File: config.mk
export PLATFORM = sky130hd
export DESIGN_NAME = paratoserial_lanes
export DESIGN_NICKNAME = d
export VERILOG_FILES = /design/src/rtl/paratoserial_lanes.sv
export SDC_FILE = /design/constraint.sdc
export NUM_CORES = 1
export LEC_CHECK = 0
export ABC_AREA = 1
export CAP_MARGIN = 20
export CORE_MARGIN = 1
export CORE_UTILIZATION = 46
export CTS_CLUSTER_SIZE = 16
export DETAILED_ROUTE_END_ITERATION = 7
export PLACE_DENSITY = 0.82
export SYNTH_ARGS = -nofsm -noshare
export SYNTH_HDL_FRONTEND = slang
export SYNTH_SLANG_ARGS = --single-unit
export TNS_END_PERCENT = 30
File: constraint.sdc
create_clock -name clk -period 3.4 [get_ports clk]
set_input_delay 0.68 -clock clk [delete_from_list [all_inputs] [get_ports clk]]
set_output_delay 0.68 -clock clk [all_outputs]
set_load 0.05 [all_outputs]
File: src/rtl/paratoserial_lanes.sv
// Multi-lane MSB-first parallel-to-serial converter with a shared bit counter, frame strobe and capture pulse.
// Define PS_SYNC_EN to send SYNC_WORDS idle words after every reset before the first capture.
//
// state | meaning
// SYNC  | idle words only, in_ready held low, load edges counted
// RUN   | in_ready pulses on every load edge, lane words captured
module paratoserial_lanes #(
  parameter int unsigned      LANES      = 2,
  parameter int unsigned      WIDTH      = 8,
  parameter logic [WIDTH-1:0] IDLE_SYM   = 8'hBC,
  parameter int unsigned      SYNC_WORDS = 4
) (
  input  logic                   clk,
  input  logic                   reset,
  input  logic [LANES*WIDTH-1:0] in_data,
  input  logic [LANES-1:0]       in_valid,
  output logic                   in_ready,
  output logic [LANES-1:0]       out,
  output logic                   frame,
  output logic [LANES-1:0]       active
);

  localparam int unsigned CW       = (WIDTH > 2) ? $clog2(WIDTH) : 1;
  localparam logic [CW-1:0] CNT_LAST = CW'(WIDTH - 1);

  logic [CW-1:0]    cnt_q, cnt_d;
  logic [WIDTH-1:0] sh_q [LANES];
  logic [WIDTH-1:0] sh_d [LANES];
  logic [LANES-1:0] active_q, active_d;
  logic             load;
  logic             run;

  assign load = (cnt_q == CNT_LAST);

`ifdef PS_SYNC_EN
  localparam logic [0:0] ST_SYNC = 1'b0;
  localparam logic [0:0] ST_RUN  = 1'b1;
  localparam int unsigned SW = (SYNC_WORDS > 2) ? $clog2(SYNC_WORDS) : 1;
  // Leaving SYNC on the load edge that starts the last idle word makes the
  // following load edge the first capture.
  localparam logic [SW-1:0] SYNC_LAST = SW'((SYNC_WORDS > 1) ? SYNC_WORDS - 2 : 0);
  localparam logic [0:0] ST_RESET = (SYNC_WORDS > 1) ? ST_SYNC : ST_RUN;

  logic [0:0]    state_q, state_d;
  logic [SW-1:0] sync_q, sync_d;

  always_comb begin
    state_d = state_q;
    sync_d  = sync_q;
    if (state_q == ST_SYNC && load) begin
      sync_d = sync_q + 1'b1;
      if (sync_q == SYNC_LAST) state_d = ST_RUN;
    end
  end

  always_ff @(posedge clk) begin
    if (reset) begin
      state_q <= ST_RESET;
      sync_q  <= '0;
    end else begin
      state_q <= state_d;
      sync_q  <= sync_d;
    end
  end

  assign run = (state_q == ST_RUN);
`else
  // SYNC_WORDS has no role without the sync phase.
  logic unused_sync_words;
  assign unused_sync_words = ^SYNC_WORDS;
  assign run = 1'b1;
`endif

  assign in_ready = run && load;
  assign frame    = (cnt_q == '0);
  assign active   = active_q;

  always_comb begin
    cnt_d    = load ? '0 : cnt_q + 1'b1;
    active_d = active_q;
    for (int i = 0; i < int'(LANES); i++) begin
      if (load) begin
        sh_d[i]     = (in_ready && in_valid[i]) ? in_data[i*WIDTH +: WIDTH] : IDLE_SYM;
        active_d[i] = in_ready && in_valid[i];
      end else begin
        sh_d[i] = {sh_q[i][WIDTH-2:0], 1'b0};
      end
      out[i] = sh_q[i][WIDTH-1];
    end
  end

  always_ff @(posedge clk) begin
    if (reset) begin
      cnt_q    <= '0;
      active_q <= '0;
      for (int i = 0; i < int'(LANES); i++) sh_q[i] <= IDLE_SYM;
    end else begin
      cnt_q    <= cnt_d;
      active_q <= active_d;
      for (int i = 0; i < int'(LANES); i++) sh_q[i] <= sh_d[i];
    end
  end

endmodule
==> images/final_placement.png <==
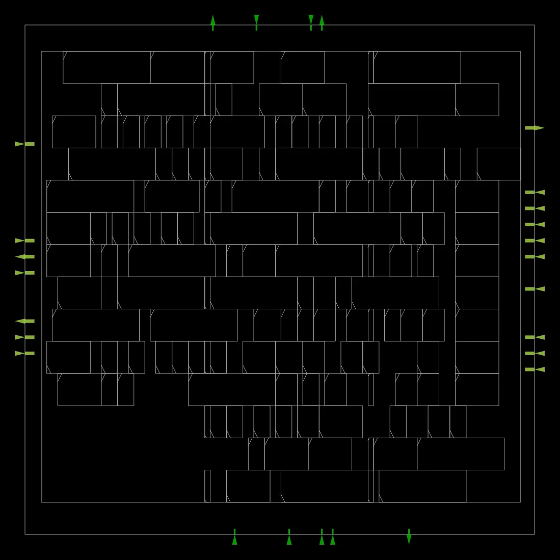
Core ar.: 1540 sq um
Finished Layout Cells: 140
# Taps: 16
FP Rows: 14
fraction of area in registers: 40.0%

==> images/met2.png <==
Scale: 12 px per micron.
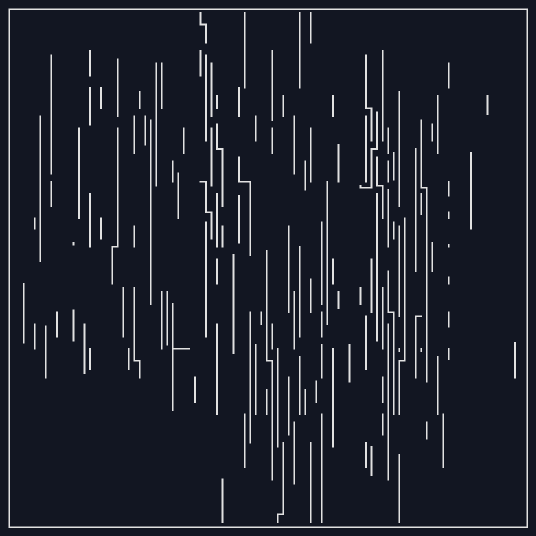
share of all routed wire	47%
nets with wire on the layer	117

==> images/port_nets.png <==
Scale: 6 px per micron.
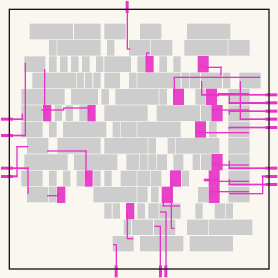
colour	port	bits	direction	edge	end cells	buffers	wire
magenta	in_data	16	input	8 right, 4 left, 3 bottom, 1 top	16	16	245 microns
boundary pin count: 26
# port buffers: 25

==> images/metal_stack.png <==
Scale: 6 px per micron. Two of the layers only.
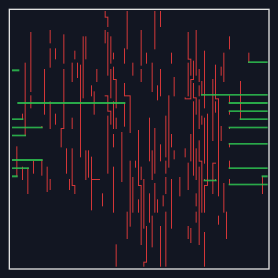
colour	layer	wire length
green	met3	93.2 microns
red	met2	674 microns
total number of vias: 664
per-cell routed wire length: 10.2 microns
Detailed Route WL: 1420 microns
GRT Overall Usage: 16.9%

==> impl_metrics.env <==
# flow metrics
export IMPL_yosys_cells=98
export IMPL_period_used_pct=82.9
export IMPL_grt_pass1_wl_microns=2420
export IMPL_ys_warn_count=0
export IMPL_logic_family="simple AND/OR/NAND/NOR gates"
export IMPL_clk_transition_reported_paths_ns=0.12
export IMPL_whs_path_depth=2
export IMPL_cts_root_buf="clkbuf_4"
export IMPL_ys_sh_aoi_pct=6.46
export IMPL_ys_seq_share_pct=54.3
export IMPL_postRouteAntennaNets=0
export IMPL_die_w_microns=43.0
export IMPL_drc=0
export IMPL_cts_tree="yes"
export IMPL_gp_congestion=0.775
export IMPL_synth_cell_type_count=11
export IMPL_insertedDiodeCount=0
export IMPL_critPathBufInv=1
export IMPL_max_freq_mhz=355
export IMPL_p_leak_nw=0.497
export IMPL_max_slew_margin_rel_pct=67.1
export IMPL_dieArea_sq_um=1850
export IMPL_criticalPathCategory="reg -> out"
export IMPL_finClkSkew_ns=0.00592
export IMPL_cp_required_ns=2.72
export IMPL_area_growth_pct=35.9
export IMPL_cpMostUsedCell="ha_1"
export IMPL_p_per_area_nw_per_um2=420
export IMPL_ys_ff=21
export IMPL_num_fill_cells=139
export IMPL_fp_nets=121
export IMPL_drive_gt1_share_pct=7.26
export IMPL_reg2reg_from="cnt_q[0]"
export IMPL_simple_gate_area_share_pct=25.0
export IMPL_placed_area_sq_um=1020
export IMPL_synth_area_per_cell_sq_um=7.90
export IMPL_slowest_stage="clkdlybuf4s50_1"
export IMPL_grt_pass1_vias=613
export IMPL_crit_path_max_fanout=15
export IMPL_postCtsHoldBufs=0
export IMPL_post_cts_buffers=0
export IMPL_place_detailed_hpwl_microns=1040
export IMPL_ir_worst_vdd_uv=243
export IMPL_cp_depth=3
export IMPL_ys_area_sq_um=774
export IMPL_fin_nets=148
export IMPL_fp_util_pct=50.2
export IMPL_hold_viol=0
export IMPL_worst_slew_pin_transition_ns=0.492
export IMPL_netlist_area_sq_um=774
export IMPL_arrival_ns=2.14
export IMPL_grt_ovfl_total=0
export IMPL_die_h_microns=43.0
export IMPL_crit_chain="ha_1 -> ha_1 -> clkdlybuf4s50_1"
export IMPL_start_kind="flip-flop"
export IMPL_crit_family="buffers and inverters"
export IMPL_drtPass1Iterations=4
export IMPL_tns_ns=0
export IMPL_setup_viol=0
export IMPL_grt_start_max_net_pins=16
export IMPL_cap_violations=0
export IMPL_xor_area_share_pct=0
export IMPL_synth_area_mux_share_pct=0
export IMPL_cts_htree_levels=1
export IMPL_antenna_found_initial=0
export IMPL_cp_end_kind="output port"
export IMPL_layout_min_cycle_time_ns=2.82
export IMPL_startpoint="cnt_q[0]"
export IMPL_rrSetupSlack_ns=1.90
export IMPL_cts_made_buffers=3
export IMPL_post_cts_resized=0
export IMPL_drt_iter0_markers=7
export IMPL_slowest_delay_ns=0.89
export IMPL_rsz0062_at_grt="false"
export IMPL_worstReg2RegEnd="cnt_q[0]"
export IMPL_ctsLongestPathBuffers=2
export IMPL_hold_path_class="reg -> reg"
export IMPL_openroad_warnings=27
export IMPL_routed_via_density=4.74
export IMPL_adder_share_pct=4.85
export IMPL_cp_endpoint="in_ready"
export IMPL_design_area_sq_um=1050
export IMPL_netlist_instances=98
export IMPL_hold_start="sh_q[0][13]"
export IMPL_worstRegToRegCells=5
export IMPL_clock_sinks=21
export IMPL_slew_viol_final=0
export IMPL_clock_latency_ns=0.29
export IMPL_status="finished clean"
export IMPL_holdPathEnd="sh_q[0][14]"
[report_power, final]
group | leakage (nW) | internal [mW] | switching (mW)
Sequential | 0.173 | 0.257 | 0.00372
Combinational | 0.306 | 0.0333 | 0.0321
Clock | 0.0177 | 0.0437 | 0.0715
Total | 0.497 | 0.334 | 0.107
[cell usage in the layout, fill, tap and decap left out, drive strengths merged]
cell type	synthesis	routed
ha	3	3
inv	14	14
clkdlybuf4s50	0	25
clkinv	0	1
nor2	9	9
o21ai	10	10
nand3	10	10
dfxtp	21	21
nand2	28	28
clkbuf	0	3
[final cells by class]
type	instances	area, sq um	share of cell area, %
Timing Repair Buffer	25	250	23.8
Tap cell	16	20.0	1.90
Inverter	14	52.6	4.99
Clock buffer	3	22.5	2.14
Multi-Input combinational cell	60	282	26.8
Clock inverter	1	5.00	0.476
Sequential cell	21	420	40.0
[metal layers]
metal,up-vias,GRT usage [%],wire [microns]
met4,0,5.45,5
met5,-,0,0
met3,2,2.98,93
met1,292,23.5,651
met2,19,26.7,673
li1,351,-,-
[stage by stage]
stage               instances  power (mW)  setup slack, ns  util [%]  hold WS [ns]
floorplan                  98       0.300             1.56         -         0.403
global route              140       0.462            0.436      68.3         0.457
CTS                       140       0.446            0.552      68.3         0.451
detailed placement        136       0.332            0.909      66.5         0.421
finish                    140       0.441            0.582      68.3         0.446
global placement          136       0.330            0.933      66.5         0.407
[state kept, by name (all words and copies together), names as in the netlist]
name	flops
active	2
cnt_q	3
sh_q	16
[cell usage after synthesis]
cell type,n,area [sq um]
nand2_1,28,105
dfxtp_1,21,420
inv_1,11,41.3
nand3_1,10,50.1
o21ai_0,10,50.1
nor2_1,7,26.3
ha_1,3,37.5
inv_2,3,11.3
buf_4,2,15.0
nor2_2,2,12.5
buf_2,1,5.00
Power and IR drop assume default switching activity.
